**Run 1: met1 routing**

Drawn at 12 px/um. Supply wires on this layer in gray. Cells faint in the background.
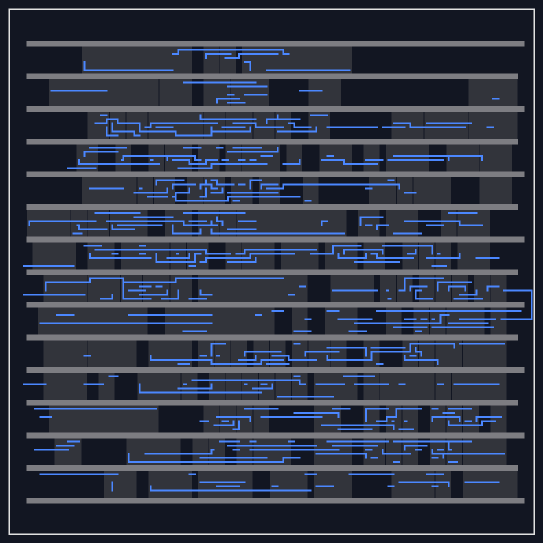
**Run 1: met2 routing**

Drawn at 12 px/um.
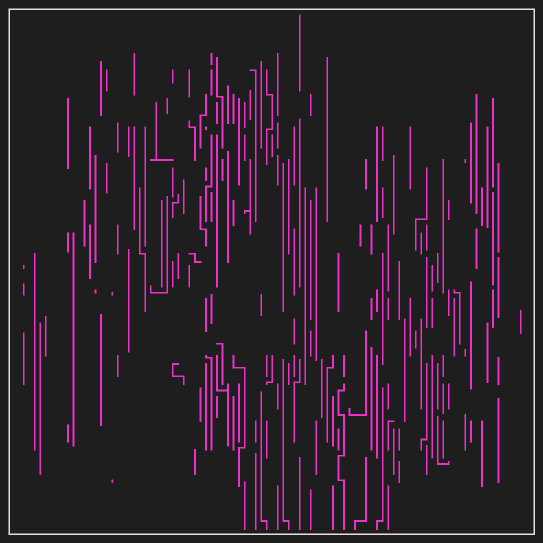
**Run 1: signal wires on met3**

Drawn at 12 px/um. Cells faint in the background.
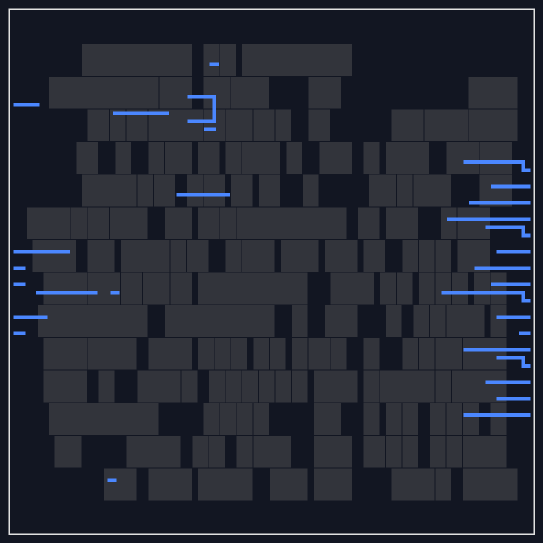
--- src/rtl/pipe_hazard_ctrl.sv ---
// pipe_hazard_ctrl: stall/flush controller with memory-timeout FSM for a five-stage pipeline.
// Optional event counters are enabled by defining PIPE_HAZARD_CTRL_PERF_EN.
module pipe_hazard_ctrl #(
    parameter int MEM_TIMEOUT = 16,
    parameter int REG_W       = 5
) (
    input  logic             clk,
    input  logic             reset,
    input  logic [REG_W-1:0] id_rn,
    input  logic [REG_W-1:0] id_rm,
    input  logic             id_uses_rn,
    input  logic             id_uses_rm,
    input  logic             ex_mem_read,
    input  logic [REG_W-1:0] ex_rd,
    input  logic             br_taken_mem,
    input  logic             mem_req,
    input  logic             mem_ready,
    output logic             pc_en,
    output logic             if_id_en,
    output logic             id_ex_en,
    output logic             ex_mem_en,
    output logic             mem_wb_en,
    output logic             if_id_flush,
    output logic             id_ex_flush,
    output logic             ex_mem_flush,
    output logic             mem_wb_flush,
    output logic             mem_fault,
    output logic [1:0]       state
`ifdef PIPE_HAZARD_CTRL_PERF_EN
    ,
    output logic [31:0]      stall_cycles,
    output logic [31:0]      flush_events
`endif
);
    localparam int CW = $clog2(MEM_TIMEOUT + 1);
    localparam logic [CW-1:0] TMO = CW'(MEM_TIMEOUT);
    localparam logic [REG_W-1:0] XZR = REG_W'(31);

    typedef enum logic [1:0] {RUN = 2'd0, MEM_WAIT = 2'd1, FAULT = 2'd2} state_t;

    state_t        state_q;
    logic [CW-1:0] cnt_q;
    logic          mem_fault_q;
    logic          fault, memstall, loaduse;
    logic [4:0]    en;
    logic [3:0]    fl;

    assign fault    = state_q == FAULT;
    assign memstall = mem_req & ~mem_ready & ~fault;
    assign loaduse  = ex_mem_read & (ex_rd != XZR) &
                      ((id_uses_rn & (id_rn == ex_rd)) | (id_uses_rm & (id_rm == ex_rd)));

    always_comb begin
        en = 5'b11111;
        fl = 4'b0000;
        if (reset) begin
            en = 5'b00000;
            fl = 4'b1111;
        end else if (fault) begin
            en = 5'b00000;
        end else if (memstall) begin
            en = 5'b00001;
            fl = 4'b0001;
        end else if (br_taken_mem) begin
            fl = 4'b1110;
        end else if (loaduse) begin
            en = 5'b00111;
            fl = 4'b0100;
        end
    end

    assign {pc_en, if_id_en, id_ex_en, ex_mem_en, mem_wb_en} = en;
    assign {if_id_flush, id_ex_flush, ex_mem_flush, mem_wb_flush} = fl;
    assign mem_fault = mem_fault_q;
    assign state     = state_q;

    // The counter holds the number of stalled edges already spent in MEM_WAIT.
    always_ff @(posedge clk or posedge reset) begin
        if (reset) begin
            state_q     <= RUN;
            cnt_q       <= '0;
            mem_fault_q <= 1'b0;
        end else begin
            case (state_q)
                RUN: if (memstall) begin
                    state_q <= MEM_WAIT;
                    cnt_q   <= CW'(1);
                end
                MEM_WAIT: if (!memstall) begin
                    state_q <= RUN;
                    cnt_q   <= '0;
                end else if (cnt_q == TMO) begin
                    state_q     <= FAULT;
                    mem_fault_q <= 1'b1;
                end else begin
                    cnt_q <= cnt_q + 1'b1;
                end
                default: mem_fault_q <= 1'b1;
            endcase
        end
    end

`ifdef PIPE_HAZARD_CTRL_PERF_EN
    logic [31:0] stall_q, flush_q;

    always_ff @(posedge clk or posedge reset) begin
        if (reset) begin
            stall_q <= '0;
            flush_q <= '0;
        end else begin
            if ((memstall | (loaduse & ~fault)) && stall_q != '1)
                stall_q <= stall_q + 1'b1;
            if (br_taken_mem & ~memstall & ~fault && flush_q != '1)
                flush_q <= flush_q + 1'b1;
        end
    end

    assign stall_cycles = stall_q;
    assign flush_events = flush_q;
`endif
endmodule

--- config.mk ---
export PLATFORM = sky130hd
export DESIGN_NAME = pipe_hazard_ctrl
export DESIGN_NICKNAME = d
export VERILOG_FILES = /design/src/rtl/pipe_hazard_ctrl.sv
export SDC_FILE = /design/constraint.sdc
export NUM_CORES = 1
export LEC_CHECK = 0
export ABC_AREA = 1
export CORE_UTILIZATION = 43
export CTS_CLUSTER_SIZE = 40
export DETAILED_ROUTE_END_ITERATION = 8
export HOLD_SLACK_MARGIN = 0.1
export PLACE_DENSITY = 0.9
export SETUP_SLACK_MARGIN = 0.02
export SLEW_MARGIN = 5
export SYNTH_ARGS = -nofsm -noshare
export SYNTH_HDL_FRONTEND = slang
export SYNTH_SLANG_ARGS = --single-unit
--- constraint.sdc ---
create_clock -name clk -period 2.16 [get_ports clk]
set_clock_uncertainty 0.2 [all_clocks]
set_input_delay 0.324 -clock clk [delete_from_list [all_inputs] [get_ports clk]]
set_output_delay 0.324 -clock clk [all_outputs]
set_load 0.03 [all_outputs]
==> ci_impl_report.md, run 1 <==
## Synthesis and layout report

| Metric | Value |
|---|---|
| Outcome | `finished with violations` |
| DRC violation total after the first TritonRoute iteration | `16` |
| Most numerous logic cell after layout | `nand2_1` |
| Fmax | `485 MHz` |
| Origin of the worst setup path | `id_rm[3]` |
| # DRC | `4` |
| Max FFs per register | `5` |
| Largest net degree at the start of global routing | `9` |
| Non-CTS inverters | `26` |
| Total power | `0.000881 W` |
| Reg-to-reg critical path startpoint | `cnt_q[0]` |
| Tool warning count | `29` |
| Cts hold-fix bufs | `0` |
| P_seq | `0.000242 W` |
| Latency at later pin | `0.26 ns` |
| Crit path top cell by count | `nand2_1` |
| Number of sequential cells | `8` |
| Standard-cell rows | `14` |
| Failing checks | `DRC` |
| Final ANT Viol Nets | `0` |
| Simple-Gate Area Share | `41.5%` |
| Actual slew at the worst max-slew pin | `0.304 ns` |
| Layout cells sized above 1 | `14.3%` |
| Routed WL | `1.93 mm` |
| Drt first pass iters | `6` |
-- 'met1 routing' (at the start) --
longest straight run: 14.3 um
share of all routed wire: 44%

-- 'met2 routing' (at the start) --
longest straight run: 17.7 um
nets with wire on the layer: 154
wire length on this layer: 939 um
share of all routed wire: 49%

-- 'signal wires on met3' (at the start) --
wire length on this layer: 96.5 um
longest straight run: 6.70 um
main direction: horizontal
nets with wire on the layer: 26
share of all routed wire: 5.0%

run 1: routing by layer:
| layer | GRT usage [%] | wire [um] | vias up |
|---|---|---|---|
| met4 | 15.0 | 51 | 0 |
| met3 | 1.25 | 96 | 7 |
| met1 | 27.4 | 842 | 387 |
| li1 | - | - | 457 |
| met2 | 40.9 | 938 | 31 |
| met5 | 0 | 0 | - |
run 1: critical path, delay by kind of cell:
kind,cells,cell delay [ns]
and+or+nand+nor,7,0.51
buffers and inverters,4,0.70
run 1: Yosys cell counts (2+ instances only):
| cell | number |
|---|---|
| inv_1 | 26 |
| buf_4 | 3 |
| nand4_1 | 5 |
| nand2_1 | 35 |
| xor2_1 | 2 |
| nor2_1 | 13 |
| nor2_4 | 2 |
| ha_1 | 2 |
| nand3_1 | 10 |
| dfrtp_1 | 8 |
| o21ai_0 | 9 |
## Run 2: what changed since run 1
- ABC_CLOCK_PERIOD_IN_PS: default -> 2160
- MAX_ROUTING_LAYER: default -> met4
**Run 2: met1 routing**

Drawn at 12 px/um. Supply wires on this layer in gray. Cells faint in the background.
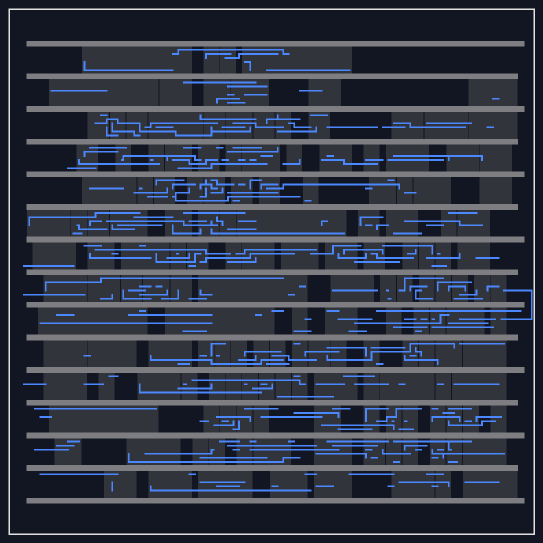
wire length on this layer: 843 um
longest straight run: 15.2 um

==> run 2 against run 1 <==
- register-to-register slack hardly changed
- highest routed layer unchanged
- the flow still finishes with violations (DRC)
- largest power group unchanged
- non-clock buffer count unchanged
- routed wire length increased by 0.16%
- critical path type unchanged
- global-route usage up 0.73 points
==> ci_impl_report.md, run 2 <==
## Synthesis and layout report

| Metric | Value |
|---|---|
| Routing usage on met3 | `1.25%` |
| Standard-cell rows | `14` |
| Post-synth top cells | `nand2_1, inv_1, nor2_1` |
| Total power | `0.000881 W` |
| Fmax | `485 MHz` |
| Most numerous logic cell after layout | `nand2_1` |
| Layout cells sized above 1 | `14.3%` |
| DRC violation total after the first TritonRoute iteration | `16` |
| Latency at later pin | `0.26 ns` |
| Top Metal Used | `met4` |
| Drt first pass iters | `6` |
| Failing checks | `DRC` |
| P_seq | `0.000243 W` |
| Max FFs per register | `5` |
| Buf/Inv on CP | `4` |
| Outcome | `finished with violations` |
| Met2 WL post-DR | `940 um` |
| GRT met1 Usage | `27.4%` |
| Number of cells on the critical path | `11` |
| Final ANT Viol Nets | `0` |
| Actual slew at the worst max-slew pin | `0.304 ns` |
| Reg-to-reg critical path startpoint | `cnt_q[0]` |
| Most numerous cell in the Yosys netlist | `nand2_1` |
| Crit path top cell by count | `nand2_1` |
| Largest net degree at the start of global routing | `9` |
| Origin of the worst setup path | `id_rm[3]` |
| # DRC | `4` |
## run 2: cell families after synthesis
family                   synth area share (%)
AND-OR/OR-AND                            9.75
buffers and inverters                    16.1
AND/OR/NAND/NOR                          41.5
flip-flops                               26.9
adder cells (fa/ha/maj)                  3.36
XOR/XNOR                                 2.35
## run 2: final cells by class
cell class	instances	area share [%]
timing repair buffer	38	31.9
inverter	26	8.59
sequential	8	17.6
clock buffer	3	1.98
multi-input combinational	86	38.1
tap	16	1.76
## run 2: timing repair
| action | in CTS | in global routing |
|---|---|---|
| pin swaps | 1 | 6 |
| buffers inserted | 1 | 0 |
| endpoints found under the setup margin | 4 | 5 |
| resized | 6 | 11 |
**Run 2: clock network drawn from the DEF**

Drawn at 6 px/um.
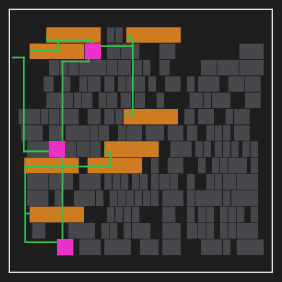

## Run 3: what changed since run 2
- ABC_CLOCK_PERIOD_IN_PS: 2160 -> 2100
- CORE_UTILIZATION: 43 -> 40
- PLACE_DENSITY: 0.9 -> 0.85
- clock period: 2.16 -> 2.1 ns (I/O delays scaled with it)
**Run 3: clock network drawn from the DEF**

Drawn at 6 px/um.
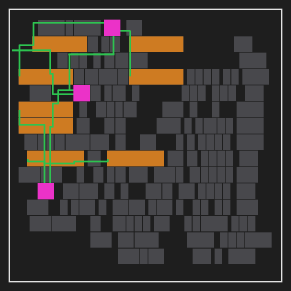
legend:
  clock wires:
    color: green
    length: 125 um
  flip-flops:
    color: orange
    count: 8
  clock drivers:
    color: magenta
    count: 3
routed clock nets: 4
Clk network pwr share: 13.9%
Latency at later pin: 0.26 ns
Clk power: 0.000131 W

==> run 3 against run 2 <==
- the flow now finishes without violations
- flip-flop count unchanged
- routed wire length increased by 4.1%
- cell area increased by 2.4%
- sequential power increased by 6%
- power increased by 6.9%
- via count unchanged
- critical path type unchanged
- critical endpoint is now id_ex_flush
- largest cell class unchanged
- highest routed layer is now met3
==> ci_impl_report.md, run 3 <==
## Synthesis and layout report

| Metric | Value |
|---|---|
| Outcome | `finished, final reports clean` |
| Layout cells sized above 1 | `16.7%` |
| Post-synth top cells | `nand2_1, inv_1, nor2_1` |
| Signal buf overhead | `31.9%` |
| Met1 wire length | `851 um` |
| DR WL met3 | `114 um` |
| Cell family with most CP delay | `buffers and inverters` |
| Max FFs per register | `5` |
| Seq/total area | `17.4%` |
| Comb area share | `37.3%` |
| Largest net degree at the start of global routing | `9` |
| Number of cells on the critical path | `8` |
| Reg-to-reg critical path startpoint | `cnt_q[0]` |
| Standard-cell rows | `15` |
| Setup bufs post-CTS | `0` |
| Drt first pass iters | `4` |
| Clock-cell share | `2.26%` |
| Non-CTS inverters | `26` |
| GRT Max-Usage Layer | `met2` |
| Non-clk bufs | `38` |
| Post-CTS Resized | `6` |
| Actual slew at the worst max-slew pin | `0.317 ns` |
| # DRC | `0` |
| Fmax | `502 MHz` |
| Cts hold-fix bufs | `0` |
| Leading cell kind | `combinational gates` |
| Top Metal Used | `met3` |
| Origin of the worst setup path | `mem_ready` |
| Tool warning count | `28` |
| Final ANT Viol Nets | `0` |
| Buf/Inv on CP | `4` |
| Clkbuf count | `4` |
| Most numerous cell in the Yosys netlist | `nand2_1` |
-- run 3: cell families (layout without fill, tap and decap cells) --
family / count (synthesis) / count (layout) / synth area share, %
AOI/OAI and AO/OA: 13 / 13 / 9.75
xor gates and xnor gates: 2 / 2 / 2.35
adders and majority gates: 2 / 2 / 3.36
DFF: 8 / 8 / 26.9
and+or+nand+nor: 69 / 69 / 41.5
buffers and inverters: 29 / 68 / 16.1
-- run 3: stage by stage --
step                power (W)  std cells  hold WS [ns]  setup slack [ns]  setup TNS (ns)
floorplan            0.000589        123       -0.0569           -0.0199         -0.0199
CTS                  0.000924        187         0.243            0.0266               0
global placement     0.000766        183         0.251           -0.0409         -0.0817
global route          0.00100        187         0.277            0.0352               0
finish               0.000942        187         0.272             0.109               0
detailed placement   0.000781        183         0.259           -0.0433          -0.112
No activity file was given, so power comes from the tool's default toggle rates.
